[src/rtl/hms_time_counter.sv]
// hms_time_counter: BCD hours/minutes/seconds time-of-day counter.
// Brings the divider's ~1 Hz sec_clk into the in_clk domain through a
// three-flop chain, counts its rising edges, and offers a halted set mode
// where button pulses advance individual fields.
module hms_time_counter #(
    parameter int unsigned HOUR_MAX = 23,
    parameter int unsigned MIN_MAX  = 59
) (
    input  logic       in_clk,
    input  logic       rst,
    input  logic       sec_clk,
    input  logic       set_en,
    input  logic [1:0] set_sel,
    input  logic       inc,
    output logic [7:0] sec_bcd,
    output logic [7:0] min_bcd,
    output logic [7:0] hour_bcd,
    output logic       min_pulse,
    output logic       hour_pulse,
    output logic       day_pulse
);

    // Wrap limits converted once from decimal to packed BCD.
    localparam logic [7:0] HOUR_MAX_BCD = 8'(((HOUR_MAX / 10) << 4) | (HOUR_MAX % 10));
    localparam logic [7:0] MIN_MAX_BCD  = 8'(((MIN_MAX / 10) << 4) | (MIN_MAX % 10));

    // Synchroniser chain; s3 only exists to detect the rising edge of s2.
    logic s1_q, s2_q, s3_q;
    logic tick;

    logic [7:0] sec_q, sec_d;
    logic [7:0] min_q, min_d;
    logic [7:0] hour_q, hour_d;
    logic       min_pulse_q, min_pulse_d;
    logic       hour_pulse_q, hour_pulse_d;
    logic       day_pulse_q, day_pulse_d;

    // Candidate increments for each field: {wrapped, next value}.
    logic [8:0] sec_nx, min_nx, hour_nx;

    // One-step BCD increment with wrap to 00 at maxv; bit 8 flags the wrap.
    function automatic logic [8:0] bcd_inc(input logic [7:0] v, input logic [7:0] maxv);
        logic [8:0] r;
        if (v == maxv) begin
            r = 9'h100;
        end else if (v[3:0] == 4'd9) begin
            r = {1'b0, v[7:4] + 4'd1, 4'd0};
        end else begin
            r = {1'b0, v[7:4], v[3:0] + 4'd1};
        end
        return r;
    endfunction

    assign tick = s2_q & ~s3_q;

    // Next-state: set mode swallows ticks; counting cascades seconds->minutes->hours in one edge.
    always_comb begin
        sec_nx       = bcd_inc(sec_q, MIN_MAX_BCD);
        min_nx       = bcd_inc(min_q, MIN_MAX_BCD);
        hour_nx      = bcd_inc(hour_q, HOUR_MAX_BCD);
        sec_d        = sec_q;
        min_d        = min_q;
        hour_d       = hour_q;
        min_pulse_d  = 1'b0;
        hour_pulse_d = 1'b0;
        day_pulse_d  = 1'b0;
        if (set_en) begin
            if (inc) begin
                case (set_sel)
                    2'b00:   sec_d  = 8'h00;
                    2'b01:   min_d  = min_nx[7:0];
                    2'b10:   hour_d = hour_nx[7:0];
                    default: ;
                endcase
            end
        end else if (tick) begin
            sec_d = sec_nx[7:0];
            if (sec_nx[8]) begin
                min_d       = min_nx[7:0];
                min_pulse_d = 1'b1;
                if (min_nx[8]) begin
                    hour_d       = hour_nx[7:0];
                    hour_pulse_d = 1'b1;
                    day_pulse_d  = hour_nx[8];
                end
            end
        end
    end

    // State registers and synchroniser; reset clears everything and masks a same-cycle tick.
    always_ff @(posedge in_clk) begin
        if (!rst) begin
            s1_q         <= 1'b0;
            s2_q         <= 1'b0;
            s3_q         <= 1'b0;
            sec_q        <= 8'h00;
            min_q        <= 8'h00;
            hour_q       <= 8'h00;
            min_pulse_q  <= 1'b0;
            hour_pulse_q <= 1'b0;
            day_pulse_q  <= 1'b0;
        end else begin
            s1_q         <= sec_clk;
            s2_q         <= s1_q;
            s3_q         <= s2_q;
            sec_q        <= sec_d;
            min_q        <= min_d;
            hour_q       <= hour_d;
            min_pulse_q  <= min_pulse_d;
            hour_pulse_q <= hour_pulse_d;
            day_pulse_q  <= day_pulse_d;
        end
    end

    assign sec_bcd    = sec_q;
    assign min_bcd    = min_q;
    assign hour_bcd   = hour_q;
    assign min_pulse  = min_pulse_q;
    assign hour_pulse = hour_pulse_q;
    assign day_pulse  = day_pulse_q;

endmodule

[config.mk]
export PLATFORM = sky130hd
export DESIGN_NAME = hms_time_counter
export DESIGN_NICKNAME = d
export VERILOG_FILES = /design/src/rtl/hms_time_counter.sv
export SDC_FILE = /design/constraint.sdc
export NUM_CORES = 1
export LEC_CHECK = 0
export CORE_ASPECT_RATIO = 0.7
export CORE_MARGIN = 5
export CORE_UTILIZATION = 45
export CTS_CLUSTER_SIZE = 16
export DETAILED_ROUTE_END_ITERATION = 8
export PLACE_DENSITY = 0.83
export SETUP_SLACK_MARGIN = 0.4
export SLEW_MARGIN = 0
export SYNTH_ARGS = -nofsm -noshare
export SYNTH_HDL_FRONTEND = slang
export SYNTH_SLANG_ARGS = --single-unit
[constraint.sdc]
create_clock -name in_clk -period 5.55 [get_ports in_clk]
set_input_delay 1.3875 -clock in_clk [delete_from_list [all_inputs] [get_ports in_clk]]
set_output_delay 1.3875 -clock in_clk [all_outputs]
set_load 0.05 [all_outputs]
Sizing map:
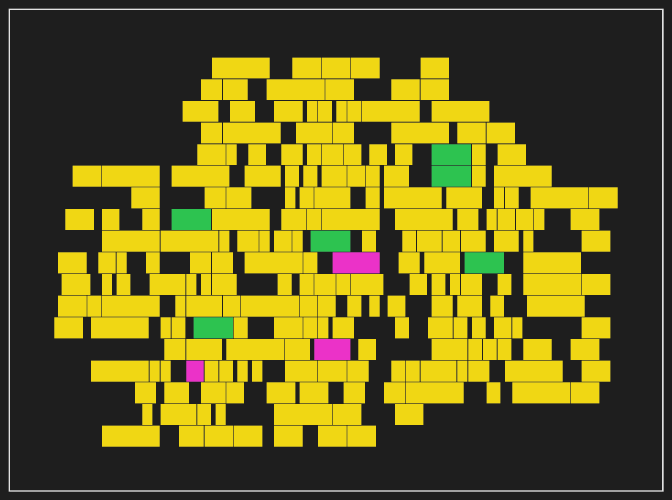
Key: x1 and smaller = yellow [cells 208]; x2 = magenta [cells 3]; x6 and larger = green [cells 6]

Close-up of the layout:
The bar under the picture is 10 µm long. Region (28, 30) to (53, 55) µm. Cells in grey, sequential cells in the stronger grey; small squares are vias.
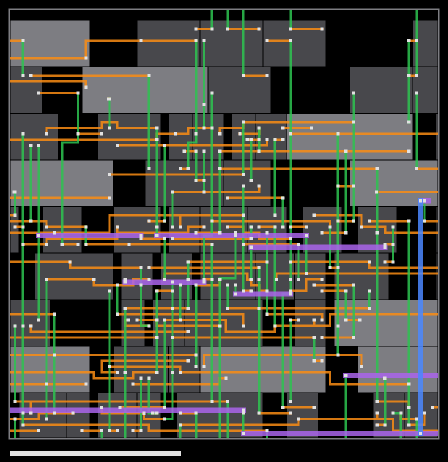
Key: M1 = orange; M4 = blue; M3 = purple; M2 = green
52 logic cells have their middle in the window. Sequential cells in the window: 9. Netlist names of flops here include `hour_bcd` (7). Most frequent: dfxtp_1 (9).

==> results.sh <==
# flow metrics
export IMPL_global_route_usage_total_pct=17.4
export IMPL_largest_vdd_supply_drop_uv=98.9
export IMPL_max_freq_ghz=0.291
export IMPL_cts_num_sinks=30
export IMPL_finish_net_count=237
export IMPL_timing_critical_path_arrival_ps=3600
export IMPL_clockBufferDepth=2
export IMPL_fin_worst_hold_slack_ps=437
export IMPL_grt_first_pass_wirelength_um=6590
export IMPL_final_antenna_net_count=0
export IMPL_drtIter0Drc=62
export IMPL_synthArstFlopShare_pct=0
export IMPL_fp_coreArea_um2=3510
export IMPL_worstPathRequired_ps=5710
export IMPL_timing_hold_violations_final=0
export IMPL_via_count=1544
export IMPL_mappedNetlistNets=205
export IMPL_slew_headroom_pct=32.3
export IMPL_worst_clock_skew_ps=3.57
export IMPL_cts_repair_resize_count=0
export IMPL_synthesis_instances=186
export IMPL_setup_violations=0
export IMPL_status="finished, final reports clean"
export IMPL_log_warning_count=32
export IMPL_area_growth_pct=27.3
export IMPL_wirelength_um=3940
export IMPL_clk_root_buffer_cell="clkbuf_8"
export IMPL_finish_utilization_pct=59.0
export IMPL_post_synth_cell_area_avg_um2=8.75
export IMPL_cap_viol_max_count=0
-- synth_stat cells (all sizes together) (2+ instances only) --
master  number  area share (%)
o21ai       14             4.3
nand3       10             3.1
nor3         8             2.5
or4          4             1.8
nor4bb       2             1.2
a31oi        3             1.2
ha          12             9.2
nand2        7             1.6
o31ai        2            0.92
o211ai       2            0.92
clkbuf       7             1.6
dfxtp       30              37
or2          2            0.77
inv         10             2.3
nand3b       7             3.2
a21oi        8             2.5
and3         2            0.77
or3          5             1.9
mux2i        3             1.8
nor2        11             2.5
and2         6             2.3
nor3b        4             2.2
and3b        5             2.7
-- worst max-delay path, cell delays in order --
cell and delay, ps:
clkdlybuf4s50_1 530, nand4bb_1 430, o41a_1 570, o31a_1 350, a221o_1 340
-- final cells by class --
| cell class | count | area share, % |
|---|---|---|
| tap | 50 | 3.02 |
| sequential | 30 | 29.0 |
| multi-input combinational | 138 | 46.3 |
| clock buffer | 6 | 3.99 |
| inverter | 10 | 1.81 |
| timing repair buffer | 33 | 15.9 |
-- metrics by stage --
step	total power, W	cells	setup WS, ps	cell area [µm²]
after global routing	0.000441	267	2000	2070
after detailed placement	0.000259	261	1840	1990
after floorplan	0.000247	186	2630	1630
after global placement	0.000258	261	1910	1990
final	0.000424	267	2110	2070
after CTS	0.000426	267	2130	2070
-- final timing paths --
path / depth (start not counted) / endpoint / slack [ps]
min: 1 / s2_q / 440
max reg2reg: 5 / hour_bcd[6] / 3220
max: 5 / hour_bcd[6] / 2110
min reg2reg: 1 / s2_q / 440
-- metal layers --
layer	track usage (%)	up-vias	share of wire (%)
met5	0	-	0
met4	7.58	0	2.2
met3	5.57	11	6.9
met2	26.1	60	43
met1	23.0	719	48
li1	-	754	-
-- flip-flops by register name, summed over array words and instances (netlist names) --
name / cells
day_pulse: 1
hour_pulse: 1
s2_q: 1
s3_q: 1
min_bcd: 8
min_pulse: 1
hour_bcd: 8
sec_bcd: 8
s1_q: 1
-- cells by family after synthesis --
kind of cell	synth area share (%)
AOI/OAI and AO/OA	17.1
muxes	1.84
adders and majority gates	9.22
xor gates and xnor gates	1.08
buffers and inverters	4.23
and+or+nand+nor	29.7
DFF	36.9
-- cells in the final DEF, fill, tap and decap left out, types with 3 or more instances in the layout --
cell	Yosys	layout
clkdlybuf4s50_1	0	33
dfxtp_1	30	30
o21ai_0	14	14
ha_1	12	12
nor2_1	11	11
inv_1	10	10
nand3_1	10	10
nor3_1	8	8
a21oi_1	8	8
nand3b_1	7	7
nand2_1	7	7
and2_1	6	6
clkbuf_8	0	6
and3b_1	5	5
or3_1	5	5
or4_1	4	4
a31oi_1	3	3
mux2i_1	3	3
nor3b_1	3	3
-- where the power goes --
group,internal [W],leakage [nW],switching (W)
registers,0.000218,0.242,0.00000288
logic,0.0000127,0.462,0.0000214
clock network,0.0000953,0.0431,0.0000741
Power and IR drop assume default switching activity.
